Fig. 1: sequential cells coloured by netlist name
Scale bar: 10 µm. Other sequential cells in the stronger grey, the rest of the logic in the fainter grey.
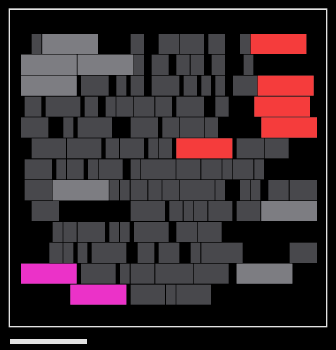
Fig. 2: clock wires, drivers and flops
Scale bar: 10 µm.
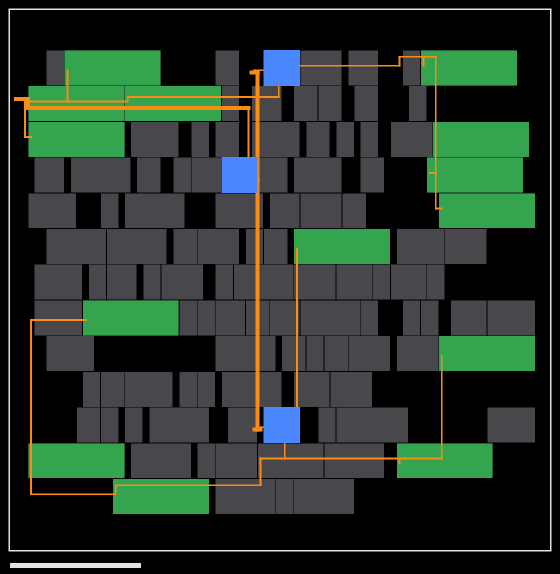
Fig. 3: placed cells, one colour a class
Scale bar: 10 µm.
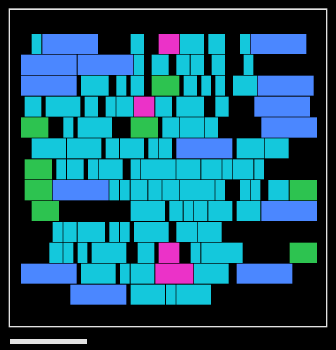
Fig. 4: gate-type map
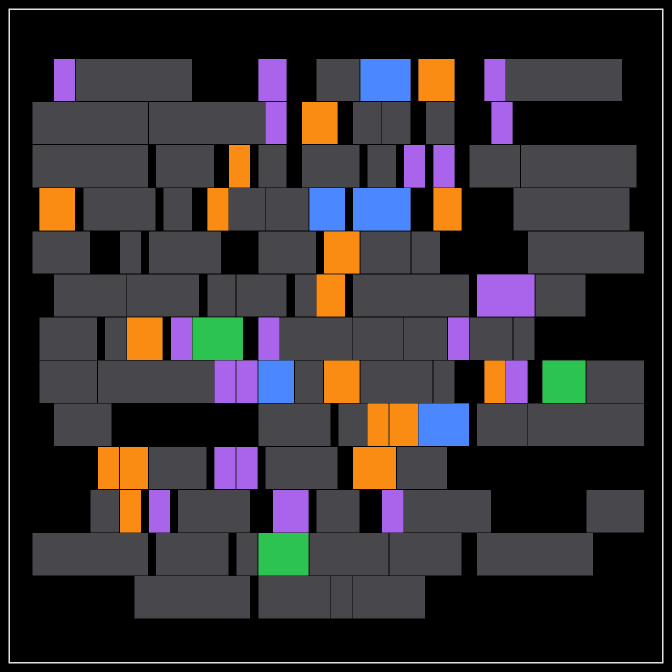
==> config.mk <==
export PLATFORM = sky130hd
export DESIGN_NAME = operand_memory_flat
export DESIGN_NICKNAME = d
export VERILOG_FILES = /design/src/rtl/operand_memory_if.sv /design/src/rtl/operand_memory.sv /design/src/flat_wrapper.sv
export SDC_FILE = /design/constraint.sdc
export NUM_CORES = 1
export LEC_CHECK = 0
export CORE_UTILIZATION = 58
export CTS_CLUSTER_SIZE = 40
export DETAILED_ROUTE_END_ITERATION = 6
export HOLD_SLACK_MARGIN = 0.1
export PLACE_DENSITY = 0.81
export SLEW_MARGIN = 20
export SYNTH_ARGS = -nofsm -noshare
export SYNTH_HDL_FRONTEND = slang
export SYNTH_SLANG_ARGS = --single-unit
export TNS_END_PERCENT = 1
==> constraint.sdc <==
create_clock -name clk -period 4.2 [get_ports clk]
set_input_delay 0.42 -clock clk [delete_from_list [all_inputs] [get_ports clk]]
set_output_delay 0.42 -clock clk [all_outputs]
set_load 0.05 [all_outputs]
==> impl.org <==
#+TITLE: Flow metrics

** Die
- Floorplan die height :: 41.14 µm
- According to the floorplan report, the die width is 41.14 µm.

** Layout
- The final layout contains 131 nets.
- Max FFs per register :: 5
- Filler Cell Count :: 106
- Share of post-route cells with drive strength above 1 :: 0.07018
- Clk tree area frac :: 0.03589
- Number of logic gates :: just over 80

** Flow run
- The run reported a max-capacitance violation count of 0.

** Timing
- Final worst path period need :: around 2 ns
- Actual slew at the worst max-slew pin :: about 0.51 ns
- Worst hold slack :: 0.5238 ns
- Summed negative setup slack over all endpoints :: 0 ns
- Final worst setup slack :: 2.163 ns
- Based on the critical path, the design can be clocked at up to ~0.5 GHz.

** Placement
- The placed instances occupy a cell area of 974.7 µm².

** Routing
- Avg Vias per Cell :: around 5.8
- Once detail routing completed, the nets flagged for antenna violations numbered 0.
- Total number of vias :: ~750

** Synth
- Main area contributors :: dfxtp_1 32%, ha_1 17%, nor2_1 6.8%
- Post-synthesis average cell area :: 8.460 µm²

** Pwr
- Total power after layout :: 690.6 µW

** Global routing
- GRT overflow :: 0
- The first global-routing pass estimated 2.587 mm of wire.
- Antenna violations before repair :: 0
- For met3 alone, demand over resource in global routing was 0.03804.
- Vias in the first global route :: 587

** Outcome
- Run status :: finished clean

** Clock network
- In this run, post-CTS repair resized a total of 0 instances.
- In this run the deepest clock path goes through 2 buffers.
- The tree is rooted in a clkbuf_4.
- Looking at the post-CTS report, the setup buffer insertion count equals 0.
- # H-tree levels :: 1
- TritonCTS buffer count :: 3

** Worst setup path
- Setup CP Type :: flip-flop to flip-flop
-- Fig. 1 (at the start) --
- magenta: u_core.idx_q (flops 2)
- red: u_core.cnt_q (flops 5)
register area: 280.3 µm²
sequential cell area share: 0.2772
share of the core filled with cells: 0.7399
power dissipated in sequential cells: 208 µW

-- Fig. 2 (at the start) --
- blue: clock drivers (count 3)
- green: flip-flops (count 14)
- orange: clock wires (length 184 µm)
- routed clock nets: 4
- flops lie: widely spread
clock network power: 99.0 µW
clk_lat worst skew: 0.29 ns

-- Fig. 3 (at the start) --
- cyan: combinational and other logic (cells 88)
- blue: sequential cells (cells 14)
- green: remaining buffers and delay cells (cells 8)
- magenta: clock drivers and dummy loads (cells 4)
number of core rows: 13
area of all placed cells without fillers: 0.001011 mm²
placeable core region: 0.001366 mm²

-- Fig. 4 (at the start) --
- purple: nor cells (cells 19; most used nor2_1)
- blue: and/or cells (cells 5; most used and3_1)
- orange: nand cells (cells 17)
- green: non-inverting ao/oa cells (cells 3; most used a211o_1)
Top cell excl fill/tap: nor2_1
non-filler cells, final: 129
fraction of standard cell area in multi-input logic: 0.5631

## layout by cell type, fill, tap and decap left out, drive strengths merged, types with 4 or more instances in the layout
cell	instances
a21oi	9
clkbuf	4
clkdlybuf4s50	8
dfxtp	14
ha	12
inv	7
nand2	6
nand2b	6
nand3	4
nor2	16
## power by group
group          switching (mW)  total, mW  internal (mW)
combinational           0.226      0.383          0.158
sequential             0.0431      0.208          0.165
clock                  0.0462     0.0990         0.0528
## cell families after synthesis
family | after synthesis | synth area share
adders and majority gates | 12 | 0.1690
DFF | 14 | 0.3155
and+or+nand+nor | 41 | 0.2352
buffers and inverters | 10 | 0.04367
AOI/OAI and AO/OA | 24 | 0.1944
xor gates and xnor gates | 2 | 0.01972
muxes | 2 | 0.02254
## worst max-delay path, stage by stage, from the launching register on
cell and delay (ns):
dfxtp_1 0.51, inv_1 0.12, ha_1 0.27, xnor2_1 0.20, or2_4 0.27, o22ai_2 0.14, a32oi_1 0.08, a2111oi_2 0.34
## cells in the mapped netlist (all sizes together)
cell	n
nor2	16
a41oi	1
a21oi	9
or3b	1
o22ai	1
ha	12
inv	7
or2	1
nand3b	1
a211oi	2
nand2	6
xor2	1
a211o	2
nor2b	1
xnor2	1
o21ai	2
a32oi	1
nand2b	6
o21a	1
a31oi	1
or4b	1
buf	1
a2111oi	1
clkbuf	2
a311oi	2
and3	2
nor3	2
a221oi	1
nand3	4
dfxtp	14
mux2i	2
## layer usage
metal | vias up | share of wire
li1 | 388 | -
met1 | 336 | 0.51
met2 | 20 | 0.44
met3 | 3 | 0.037
met4 | 0 | 0.015
met5 | - | 0
Power and IR drop assume default switching activity.
